--- config.mk ---
export PLATFORM = sky130hd
export DESIGN_NAME = pipe_ifid_reg
export DESIGN_NICKNAME = d
export VERILOG_FILES = /design/src/rtl/pipe_ifid_reg.sv
export SDC_FILE = /design/constraint.sdc
export NUM_CORES = 1
export LEC_CHECK = 0
export ABC_CLOCK_PERIOD_IN_PS = 2700
export CAP_MARGIN = 20
export CORE_ASPECT_RATIO = 1.2
export CORE_MARGIN = 4
export CORE_UTILIZATION = 44
export DETAILED_ROUTE_END_ITERATION = 8
export GPL_ROUTABILITY_DRIVEN = 0
export PLACE_DENSITY_LB_ADDON = 0.1
export SLEW_MARGIN = 20
export SYNTH_ARGS = -nofsm -noshare
export SYNTH_HDL_FRONTEND = slang
export SYNTH_SLANG_ARGS = --single-unit
--- constraint.sdc ---
create_clock -name clock -period 2.7 [get_ports clock]
set_clock_uncertainty 0.15 [all_clocks]
set_input_delay 0.27 -clock clock [delete_from_list [all_inputs] [get_ports clock]]
set_output_delay 0.27 -clock clock [all_outputs]
set_load 0.005 [all_outputs]
--- src/rtl/pipe_ifid_reg.sv ---
// rtl/pipe_ifid_reg.sv - IF/ID pipeline register with stall, flush and saturating performance counters
module pipe_ifid_reg #(
  parameter int WIDTH = 32,
  parameter int CNT_W = 16
) (
  input  logic             clock,
  input  logic             resetn,
  input  logic [WIDTH-1:0] pc,
  input  logic [WIDTH-1:0] pc4,
  input  logic [WIDTH-1:0] ins,
  input  logic             wpcir,
  input  logic             flush,
  input  logic             cnt_clr,
  output logic [WIDTH-1:0] dpc,
  output logic [WIDTH-1:0] dpc4,
  output logic [WIDTH-1:0] inst,
  output logic             dvalid,
  output logic [CNT_W-1:0] cnt_fetch,
  output logic [CNT_W-1:0] cnt_stall,
  output logic [CNT_W-1:0] cnt_flush
);

  // Cycle classification shared by the datapath and the counters; the hold
  // case wins over flush so a stalled instruction is never squashed.
  logic ev_stall;
  logic ev_flush;
  logic ev_fetch;

  assign ev_stall = ~wpcir;
  assign ev_flush = wpcir & flush;
  assign ev_fetch = wpcir & ~flush;

  // Pipeline register: hold on stall, bubble on flush (pc kept for debug), else capture.
  always_ff @(posedge clock or negedge resetn) begin
    if (!resetn) begin
      dpc    <= '0;
      dpc4   <= '0;
      inst   <= '0;
      dvalid <= 1'b0;
    end else if (ev_flush) begin
      dpc    <= pc;
      dpc4   <= pc4;
      inst   <= '0;
      dvalid <= 1'b0;
    end else if (ev_fetch) begin
      dpc    <= pc;
      dpc4   <= pc4;
      inst   <= ins;
      dvalid <= 1'b1;
    end
  end

  // Performance counters: clear beats increment, each saturates at all-ones.
  always_ff @(posedge clock or negedge resetn) begin
    if (!resetn) begin
      cnt_fetch <= '0;
      cnt_stall <= '0;
      cnt_flush <= '0;
    end else if (cnt_clr) begin
      cnt_fetch <= '0;
      cnt_stall <= '0;
      cnt_flush <= '0;
    end else begin
      if (ev_fetch && (cnt_fetch != {CNT_W{1'b1}}))
        cnt_fetch <= cnt_fetch + CNT_W'(1);
      if (ev_stall && (cnt_stall != {CNT_W{1'b1}}))
        cnt_stall <= cnt_stall + CNT_W'(1);
      if (ev_flush && (cnt_flush != {CNT_W{1'b1}}))
        cnt_flush <= cnt_flush + CNT_W'(1);
    end
  end

endmodule
### I/O nets highlighted

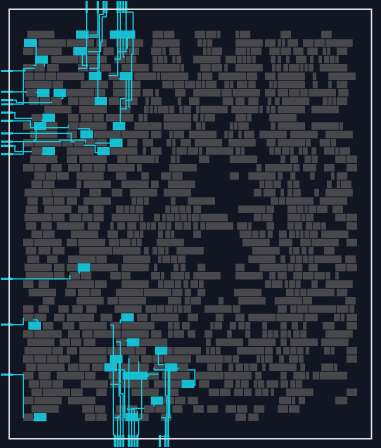
[pc4] cyan | direction: input | end cells: 32 | buffers: 32 | wire: 821 µm
# port buffers: 245
io pins: 246

### Cell outlines without signal wires

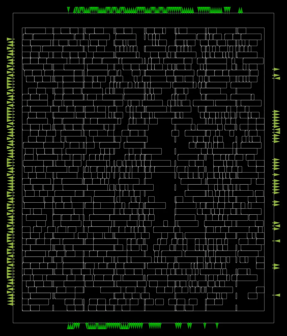
Cell Rows: 47
fin cells: 1006
fin util: 68.6%
filler instances: 1067

[worst max-delay path by stage]
stage | from | endpoint | depth (start not counted)
4_1_cts | cnt_stall[0] | cnt_stall[14] | 5
3_5_place_dp | flush | cnt_flush[15] | 5
5_1_grt | cnt_stall[0] | cnt_stall[14] | 5
3_3_place_gp | flush | cnt_flush[15] | 5
6_report | cnt_stall[0] | cnt_stall[14] | 5
2_1_floorplan | cnt_stall[0] | cnt_stall[8] | 6
[cell families after synthesis]
kind of cell    Yosys count  share of synthesized area [%]
compound gates          116                           10.4
fa+ha+maj                 3                          0.588
mux                      73                           12.8
simple gates            174                           15.1
buf+inv                  67                           4.21
flops                   145                           56.8
[Yosys cell counts]
master	instances
ha_1	3
nor2b_1	8
a311oi_1	1
nor3_1	9
or2_2	2
a211oi_1	2
o21ba_2	1
nor2_1	14
buf_2	8
a31oi_1	3
nor3b_1	1
nand2_1	52
or4_1	19
buf_6	1
o31ai_1	20
mux2i_1	2
or3_1	13
and4b_1	2
and3b_1	1
nand3_1	14
nand2b_1	6
and2_1	3
mux2_2	71
o211ai_1	2
a21oi_1	39
nand4_2	2
nor4_2	1
and4_1	5
o21a_1	2
nor4_1	5
o31a_1	1
and3_1	5
o21ai_0	44
nand4_1	11
clkbuf_1	22
inv_1	36
or4_4	1
a21boi_0	1
dfrtp_1	145
[power by group through the flow]
| stage | Clock (mW) | Sequential [mW] | Combinational, mW |
|---|---|---|---|
| floorplan | 0 | 2.44 | 0.192 |
| global placement | 0 | 2.42 | 0.730 |
| detailed placement | 0 | 2.43 | 0.746 |
| CTS | 2.38 | 2.39 | 0.753 |
| global route | 2.48 | 2.41 | 0.803 |
| finish | 2.33 | 2.39 | 0.737 |
[layer usage]
layer / vias up / routed length [µm] / global-route usage [%]
met4: 0 / 338 / 7.78
li1: 2553 / - / -
met1: 2629 / 6530 / 23.1
met5: - / 0 / 0
met2: 192 / 9230 / 38.2
met3: 23 / 1590 / 9.44
[metrics by stage]
stage	utilization [%]	area [µm²]	hold slack (ns)	power, mW
after floorplan	-	6380	-0.176	2.63
after global placement	64.3	9000	0.171	3.15
after detailed placement	64.3	9000	0.178	3.18
after CTS	68.6	9600	0.113	5.53
after global routing	68.6	9600	0.129	5.70
final	68.6	9600	0.127	5.46
[state kept, by name, summed over array words and instances (netlist names)]
signal / flops
cnt_fetch: 16
cnt_flush: 16
cnt_stall: 16
dpc: 32
dpc4: 32
dvalid: 1
inst: 32
[cell type report]
class	instances	area share (%)
Clock inverter	14	1.60
Tap cell	171	2.23
Multi-Input combinational cell	366	25.9
Timing Repair Buffer	256	26.5
Inverter	36	1.41
Sequential cell	145	37.8
Clock buffer	18	4.57
==> deck_impl_summary.md <==
Key Metrics from the Run

Global routing
  – Initial antenna violation count: 0

Detailed routing
  – TritonRoute pass-1 iters: 6
  – First DRT Iteration DRCs: 372
  – Drt wl/cell: 17.6 µm
  – DR vias/cell: 5.36
  – DRC viols: 0
  – WL final: 17700 µm

CTS
  – Max clock buf depth: 2
  – Clk sinks: 145
  – Hold Buf Count CTS: 1

Logic synthesis
  – Top cells by area: dfrtp_1 57%, mux2_2 13%, o21ai_0 3.4%
  – Unique cell types: 39
  – Synth Instances: 578

Power and ir drop
  – P_sw: 1.26 mW
  – Sequential power share: 43.8%
  – Power share of the combinational group: 13.5%
  – Pint: 4.19 mW
  – Sw frac: 23.2%

Setup path
  – CP Buf/Inv Count: 0

Timing
  – Max-Slew Margin vs Limit: 42.0%
  – Worst slew pin tran: 0.862 ns
  – Peak Freq: 0.450 GHz
  – Final Hold Vio Count: 0
  – Post-route setup TNS: 0 ns

Job
  – Max Cap Violations: 0

Cells and area
  – Layout Nets: 926
  – Share of post-route cells with drive strength above 1: 14.9%
  – Area delta synth->final: 50.4%

Die
  – Die height: 140 µm

Min path
  – WHS Path Cells: 2

Outcome
  – Status: finished clean

Placement
  – Placed wire-length estimate: 13000 µm
Power and IR drop assume default switching activity.
